<file path="src/rtl/serial_pkt_router_pkg.sv">
// Shared state encoding and default field geometry for serial_pkt_router.
// Optional parity stage is enabled with SERIAL_PKT_ROUTER_PARITY_EN.
package serial_pkt_router_pkg;

    localparam int              DEF_HDR_W   = 4;
    localparam logic [3:0]      DEF_HDR_PAT = 4'b1101;
    localparam int              DEF_ADDR_W  = 2;
    localparam int              DEF_LEN_W   = 4;

    typedef enum logic [2:0] {
        S_HUNT    = 3'd0,
        S_ADDR    = 3'd1,
        S_LEN     = 3'd2,
        S_PAYLOAD = 3'd3,
        S_PARITY  = 3'd4
    } state_t;

    function automatic int max_int(input int a, input int b);
        return (a > b) ? a : b;
    endfunction

endpackage

</file>
<file path="src/rtl/serial_pkt_router_hdr_detector.sv">
// Header hunter: MSB-first shift register with saturating fill count.
// match is evaluated on the value that will be shifted in at this edge.
module hdr_detector
    import serial_pkt_router_pkg::*;
#(
    parameter int              HDR_W   = DEF_HDR_W,
    parameter logic [HDR_W-1:0] HDR_PAT = DEF_HDR_PAT
) (
    input  logic clk,
    input  logic rst,
    input  logic clr,
    input  logic in,
    output logic match
);

    localparam int FILL_W = $clog2(HDR_W + 1);

    logic [HDR_W-1:0]  shreg_q, shreg_d;
    logic [FILL_W-1:0] fill_q, fill_d;

    always_comb begin
        shreg_d = HDR_W'({shreg_q, in});
        fill_d  = (fill_q == FILL_W'(HDR_W)) ? fill_q : fill_q + FILL_W'(1);
        match   = (fill_d == FILL_W'(HDR_W)) && (shreg_d == HDR_PAT);
    end

    always_ff @(posedge clk or negedge rst) begin
        if (!rst) begin
            shreg_q <= '0;
            fill_q  <= '0;
        end else if (clr) begin
            shreg_q <= '0;
            fill_q  <= '0;
        end else begin
            shreg_q <= shreg_d;
            fill_q  <= fill_d;
        end
    end

endmodule

</file>
<file path="src/rtl/serial_pkt_router.sv">
// Serial packet router: header hunt, addr/len capture, payload forwarded to one lane.
// Define SERIAL_PKT_ROUTER_PARITY_EN to add a trailing even-parity check cycle.
//
//  state   | meaning
//  --------+-----------------------------------------------
//  HUNT    | shifting stream looking for the header
//  ADDR    | capturing ADDR_W address bits
//  LEN     | capturing LEN_W length bits into the down-counter
//  PAYLOAD | forwarding bits to lane addr, counting down to 1
//  PARITY  | sampling the even-parity bit (parity build only)
module serial_pkt_router
    import serial_pkt_router_pkg::*;
#(
    parameter int               HDR_W   = DEF_HDR_W,
    parameter logic [HDR_W-1:0] HDR_PAT = DEF_HDR_PAT,
    parameter int               ADDR_W  = DEF_ADDR_W,
    parameter int               LEN_W   = DEF_LEN_W,
    localparam int              NCH     = 2 ** ADDR_W
) (
    input  logic           clk,
    input  logic           rst,
    input  logic           in,
    output logic [NCH-1:0] out,
    output logic [NCH-1:0] outvalid,
    output logic           busy,
    output logic           done,
    output logic           perr
);

    localparam int FLD_W = $clog2(max_int(ADDR_W, LEN_W) + 1);

    state_t            state_q, state_d;
    logic [ADDR_W-1:0] addr_q, addr_d;
    logic [LEN_W-1:0]  cnt_q, cnt_d;
    logic [LEN_W-1:0]  len_shift;
    logic [FLD_W-1:0]  fld_q, fld_d;
    logic              done_q, done_d;
    logic              hdr_clr;
    logic              hdr_match;
    logic [NCH-1:0]    lane_sel;
`ifdef SERIAL_PKT_ROUTER_PARITY_EN
    logic              par_q, par_d;
    logic              perr_q, perr_d;
`endif

    hdr_detector #(
        .HDR_W   (HDR_W),
        .HDR_PAT (HDR_PAT)
    ) u_hdr (
        .clk   (clk),
        .rst   (rst),
        .clr   (hdr_clr),
        .in    (in),
        .match (hdr_match)
    );

    always_comb begin
        state_d   = state_q;
        addr_d    = addr_q;
        cnt_d     = cnt_q;
        fld_d     = fld_q;
        done_d    = 1'b0;
        len_shift = LEN_W'({cnt_q, in});
        // detector holds cleared outside HUNT so a header never straddles packets
        hdr_clr   = (state_q != S_HUNT);
`ifdef SERIAL_PKT_ROUTER_PARITY_EN
        par_d     = par_q;
        perr_d    = 1'b0;
`endif
        case (state_q)
            S_HUNT: begin
                if (hdr_match) begin
                    state_d = S_ADDR;
                    fld_d   = FLD_W'(ADDR_W - 1);
                    addr_d  = '0;
                    cnt_d   = '0;
                    hdr_clr = 1'b1;
`ifdef SERIAL_PKT_ROUTER_PARITY_EN
                    par_d   = 1'b0;
`endif
                end
            end
            S_ADDR: begin
                addr_d = ADDR_W'({addr_q, in});
                if (fld_q == '0) begin
                    state_d = S_LEN;
                    fld_d   = FLD_W'(LEN_W - 1);
                end else begin
                    fld_d = fld_q - FLD_W'(1);
                end
            end
            S_LEN: begin
                cnt_d = len_shift;
                if (fld_q == '0) begin
                    if (len_shift == '0) begin
`ifdef SERIAL_PKT_ROUTER_PARITY_EN
                        state_d = S_PARITY;
`else
                        state_d = S_HUNT;
                        done_d  = 1'b1;
`endif
                    end else begin
                        state_d = S_PAYLOAD;
                    end
                end else begin
                    fld_d = fld_q - FLD_W'(1);
                end
            end
            S_PAYLOAD: begin
                cnt_d = cnt_q - LEN_W'(1);
`ifdef SERIAL_PKT_ROUTER_PARITY_EN
                par_d = par_q ^ in;
`endif
                // terminal count: this edge consumes the last payload bit
                if (cnt_q == LEN_W'(1)) begin
`ifdef SERIAL_PKT_ROUTER_PARITY_EN
                    state_d = S_PARITY;
`else
                    state_d = S_HUNT;
                    done_d  = 1'b1;
`endif
                end
            end
`ifdef SERIAL_PKT_ROUTER_PARITY_EN
            S_PARITY: begin
                state_d = S_HUNT;
                done_d  = 1'b1;
                perr_d  = in ^ par_q;
            end
`endif
            default: begin
                state_d = S_HUNT;
            end
        endcase
    end

    always_ff @(posedge clk or negedge rst) begin
        if (!rst) begin
            state_q <= S_HUNT;
            addr_q  <= '0;
            cnt_q   <= '0;
            fld_q   <= '0;
            done_q  <= 1'b0;
        end else begin
            state_q <= state_d;
            addr_q  <= addr_d;
            cnt_q   <= cnt_d;
            fld_q   <= fld_d;
            done_q  <= done_d;
        end
    end

`ifdef SERIAL_PKT_ROUTER_PARITY_EN
    always_ff @(posedge clk or negedge rst) begin
        if (!rst) begin
            par_q  <= 1'b0;
            perr_q <= 1'b0;
        end else begin
            par_q  <= par_d;
            perr_q <= perr_d;
        end
    end

    assign perr = perr_q;
`else
    assign perr = 1'b0;
`endif

    always_comb begin
        lane_sel         = '0;
        lane_sel[addr_q] = 1'b1;
    end

    assign outvalid = (state_q == S_PAYLOAD) ? lane_sel : '0;
    assign out      = outvalid & {NCH{in}};
    assign busy     = (state_q != S_HUNT);
    assign done     = done_q;

endmodule

</file>
<file path="config.mk">
export PLATFORM = sky130hd
export DESIGN_NAME = serial_pkt_router
export DESIGN_NICKNAME = d
export VERILOG_FILES = /design/src/rtl/serial_pkt_router_pkg.sv /design/src/rtl/serial_pkt_router_hdr_detector.sv /design/src/rtl/serial_pkt_router.sv
export SDC_FILE = /design/constraint.sdc
export NUM_CORES = 1
export LEC_CHECK = 0
export CAP_MARGIN = 20
export CORE_AREA = 2 2 55 57
export CTS_CLUSTER_SIZE = 14
export DETAILED_ROUTE_END_ITERATION = 10
export DIE_AREA = 0 0 57 59
export PLACE_DENSITY = 0.61
export SETUP_SLACK_MARGIN = 0.5
export SYNTH_ARGS = -nofsm -noshare
export SYNTH_HDL_FRONTEND = slang
export SYNTH_SLANG_ARGS = --single-unit
</file>
<file path="constraint.sdc">
create_clock -name clk -period 2.8 [get_ports clk]
set_clock_uncertainty 0.1 [all_clocks]
set_input_delay 0.42 -clock clk [delete_from_list [all_inputs] [get_ports clk]]
set_output_delay 0.42 -clock clk [all_outputs]
set_load 0.01 [all_outputs]
</file>
==> ci_impl_report.md, run 1 <==
## Implementation flow summary

| Metric | Value |
|---|---|
| Crit. End Element | `primary output` |
| DRC violations left | `0` |
| Logic pwr share | `0.592` |
| Top cell by count, worst path | `inv_1` |
| Max_slew headroom | `0.446` |
| Die Width | `57 µm` |
| Clk pwr share | `0.108` |
| Cells in synth_stat.txt | `127` |
| Vias in the first global route | `906` |
| R2R cell count | `7` |
| Warnings, synthesis | `0` |
| Sequential share of power | `0.300` |
| Worst setup margin | `0.533 ns` |
| Post-layout min period | `2.27 ns` |
| Die H | `59 µm` |
| Top logic family | `simple AND/OR/NAND/NOR gates` |
| GR Overflow Total | `0` |
| Tool warnings | `33` |
| And+or+nand+nor area frac | `0.217` |
| Post-layout util | `0.518` |
| Post-synth seq share | `0.379` |
| EDFF count, synth | `0` |
| Pwr Total | `1.49 mW` |
| Comb_multi_in | `91` |
| Power density cells | `1060 nW/µm²` |
| Top cells by count, synth | `dfrtp_1, inv_1, ha_1` |
| Compound-Gate Fraction of Synth Area | `0.179` |
| Setup crit start | `state_q[1]` |
| Post-Synthesis Net Count | `140` |
| H-tree level count | `1` |
| FP Core Util | `0.439` |
| Hold path start | `u_hdr.shreg_q[0]` |
| Std cell rows | `19` |
| NonClk Buf Share | `0.116` |
| Post-layout nets | `156` |
| Top cells by area | `dfrtp_1, ha_1, mux2i_1` |
| Crit path max-delay family | `buffers and inverters` |
| Final setup violation count | `0` |
| Max-cap viol count | `0` |
| Post-CTS sizing | `6` |
| Critical path destination | `busy` |
| Flip-flops | `18` |
| P_comb | `883 µW` |
| Sequential share of cell area | `0.321` |
| Largest net degree at the start of global routing | `19` |
| Final Slew Violations | `0` |
| GR peak layer | `met2` |
| Area fraction in mux cells | `0.0515` |
| Core Footprint | `2710 µm²` |
| Hold WS | `0.398 ns` |
| Final Hold Violating Endpoints | `0` |
| # fillers | `276` |
| Combinational share of cell area | `0.481` |
| First DRT Iteration DRCs | `42` |
| Final non-filler cell total | `173` |
| Sw power | `629 µW` |
| WL met1 | `1180 µm` |
| CTS buffer count | `3` |
| Final Cell Area | `1410 µm²` |
| Inverters excl. clock | `11` |
| Int Power | `863 µW` |
| Largest Register | `cnt_q` |
| Buffers inserted by post-CTS timing repair | `1` |
| Post-synth top area cell | `dfrtp_1` |
| Place WS | `0.328 ns` |
| Hold WC Path Type | `flip-flop to flip-flop` |
| Clock group | `161 µW` |
| Post-Syn Area | `1190 µm²` |
| Antenna diodes | `0` |
| Clock-cell share | `0.0258` |
| CP Class | `flip-flop to primary output` |
| Max-area cell share | `0.379` |
| Worst slew pin tran | `0.829 ns` |
| Share of cells above drive strength 1 | `0.148` |
| Crit start category | `flip-flop` |
| Slowest CP cell | `clkdlybuf4s50_1` |
| Worst-path clk slew | `0.11 ns` |
| Status | `finished, final reports clean` |
| Xor/xnor share | `0` |
| Arr. time, crit path | `1.75 ns` |
| Hold path cells | `1` |
| TritonCTS clock tree | `yes` |
| Tap cells | `31` |
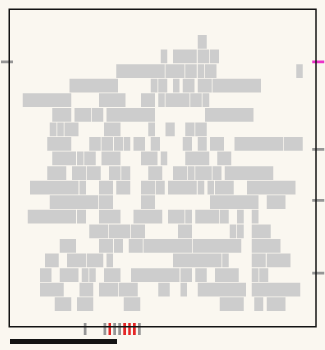
*Ports around the boundary, run 1*
The bar under the picture is 20 µm long. Pins as bars across the die edge, other pins in gray.
port	color	pins	direction	edge
perr	magenta	1	output	right
outvalid	red	4	output	bottom

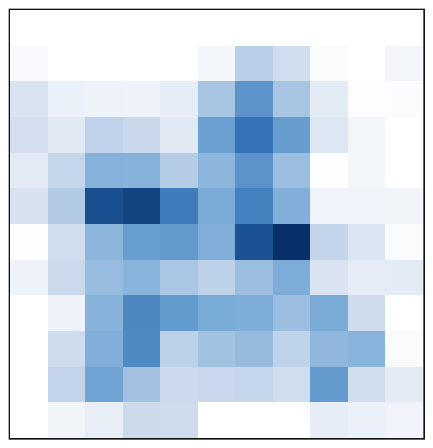
*Routed metal per tile, run 1*
The die is cut into 11 by 12 equal tiles; white is low, dark blue is high, scaled to the fullest tile. Values are wire area over tile area, all layers added.
densest ninth of the die	center
nearly empty tiles	24%
fullest tile	0.45
tiles over half the peak	14%
mean over tiles	0.11
Vias: 953
DRT Wirelength: 2450 µm
Total Routing Usage GR: 0.160
post-DR wirelength/cell: 14.2 µm

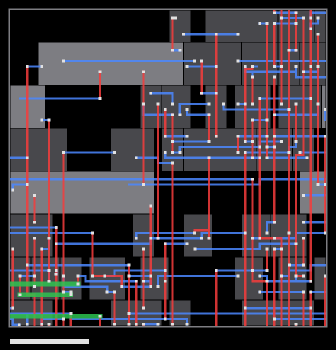
*Close-up of the layout, run 1*
The bar under the picture is 5 µm long. Window x 18 to 38, y 31 to 51 µm. Cells in gray, sequential cells in the stronger gray; small squares are vias.
layer	color
met1	blue
met3	green
met2	red
sequential cells in the window	2
most frequent	nand2_1 (4)
cells with their middle in the window	36
netlist names of flops here include	cnt_q (1), fld_q (1)

==> run 1 -> run 2 <==
clock period = 2.2 ns   (was 2.8 ns; I/O delays follow)
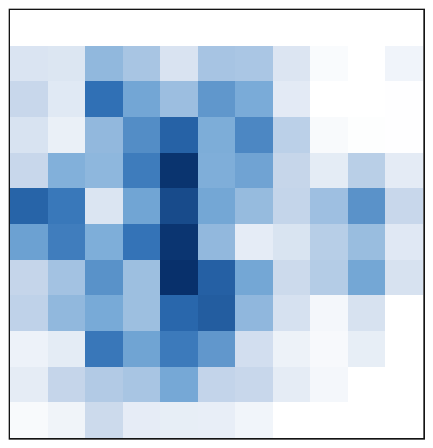
*Routed metal per tile, run 2*
The die is cut into 11 by 12 equal tiles; white is low, dark blue is high, scaled to the fullest tile. Values are wire area over tile area, all layers added.
mean over tiles	0.13
tiles over half the peak	24%
fullest tile	0.42
densest ninth of the die	center
Total Routing Usage GR: 0.178
DRT Wirelength: 2710 µm
post-DR wirelength/cell: 14.5 µm
Vias: 1,028

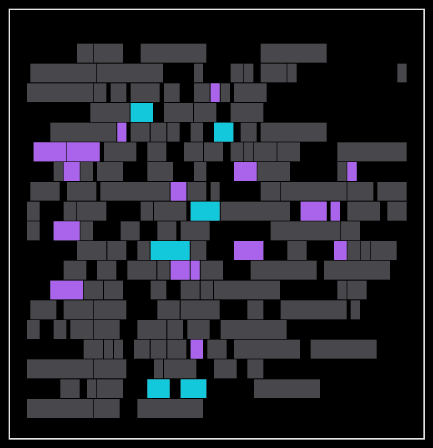
*Selected gate families, run 2*
family	color	cells
NOR gates	purple	17
AND-OR and OR-AND gates	cyan	6

==> ci_impl_report.md, run 2 <==
## Implementation flow summary

| Metric | Value |
|---|---|
| Status | `finished, final reports clean (unchanged)` |
| Final Slew Violations | `0 (unchanged)` |
| Place WS | `0.0178 ns (was 0.328 ns)` |
| Post-layout nets | `170 (was 156)` |
| Die Width | `57 µm (unchanged)` |
| Final Cell Area | `1640 µm² (was 1410 µm²)` |
| Sequential share of cell area | `0.276 (was 0.321)` |
| Arr. time, crit path | `2.10 ns (was 1.75 ns)` |
| Post-layout min period | `2.02 ns` |
| Area fraction in mux cells | `0.0515 (unchanged)` |
| FP Core Util | `0.439 (unchanged)` |
| # fillers | `254 (was 276)` |
| GR peak layer | `met2 (unchanged)` |
| Slowest CP cell | `dfrtp_2 (was clkdlybuf4s50_1)` |
| DRC violations left | `0 (unchanged)` |
| Post-synth seq share | `0.379 (unchanged)` |
| Comb_multi_in | `91 (unchanged)` |
| Top cells by area | `dfrtp_1, ha_1, mux2i_1 (unchanged)` |
| Crit. End Element | `flip-flop (was primary output)` |
| NonClk Buf Share | `0.161 (was 0.116)` |
| Inverters excl. clock | `11 (unchanged)` |
| Tool warnings | `35 (was 33)` |
| First DRT Iteration DRCs | `29 (was 42)` |
| Largest net degree at the start of global routing | `17 (was 19)` |
| Core Footprint | `2710 µm² (unchanged)` |
| CTS buffer count | `3 (unchanged)` |
| Sequential share of power | `0.262 (was 0.300)` |
| Hold WC Path Type | `primary input to async pin (was flip-flop to flip-flop)` |
| Crit start category | `flip-flop (unchanged)` |
| Final non-filler cell total | `186 (was 173)` |
| Logic pwr share | `0.666 (was 0.592)` |
| Max-area cell share | `0.379 (unchanged)` |
| Compound-Gate Fraction of Synth Area | `0.179 (unchanged)` |
| WL met1 | `1210 µm (was 1180 µm)` |
| Worst setup margin | `0.178 ns (was 0.533 ns)` |
| TritonCTS clock tree | `yes (unchanged)` |
| Xor/xnor share | `0 (unchanged)` |
| Post-layout util | `0.606 (was 0.518)` |
| Die H | `59 µm (unchanged)` |
| CP Class | `flip-flop to flip-flop (was flip-flop to primary output)` |
| Buffers inserted by post-CTS timing repair | `11 (was 1)` |
| Std cell rows | `19 (unchanged)` |
| Setup crit start | `u_hdr.fill_q[0] (was state_q[1])` |
| Post-Syn Area | `1190 µm² (unchanged)` |
| Top cells by count, synth | `dfrtp_1, inv_1, ha_1 (unchanged)` |
| Crit path max-delay family | `AND-OR/OR-AND gates (was buffers and inverters)` |
| EDFF count, synth | `0 (unchanged)` |
| Flip-flops | `18 (unchanged)` |
| H-tree level count | `1 (unchanged)` |
| Int Power | `1.34 mW (was 863 µW)` |
| Largest Register | `cnt_q (unchanged)` |
| GR Overflow Total | `0 (unchanged)` |
| Chip area | `3360 µm² (unchanged)` |
| Tap cells | `31 (unchanged)` |
| Post-synth top area cell | `dfrtp_1 (unchanged)` |
| Worst-path clk slew | `0.11 ns (about the same)` |
| Final Hold Violating Endpoints | `0 (unchanged)` |
| Share of cells above drive strength 1 | `0.471 (was 0.148)` |
| Cells in synth_stat.txt | `127 (unchanged)` |
| Pwr Total | `2.31 mW (was 1.49 mW)` |
| ANT nets after route | `0 (unchanged)` |
| Max-cap viol count | `0 (unchanged)` |
| Hold WS | `0.104 ns (was 0.398 ns)` |
| Antenna diodes | `0 (unchanged)` |
| Vias in the first global route | `1,074 (was 906)` |
| Post-Synthesis Net Count | `140 (unchanged)` |
| Combinational share of cell area | `0.496 (was 0.481)` |
| Sw power | `976 µW (was 629 µW)` |
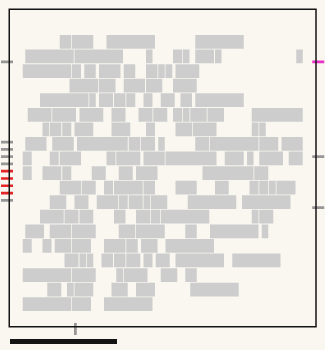
*Ports around the boundary, run 2*
The bar under the picture is 20 µm long. Pins as bars across the die edge, other pins in gray.
port	color	pins	direction	edge
perr	magenta	1	output	right
outvalid	red	4	output	left

No activity file was given, so power comes from the tool's default toggle rates.
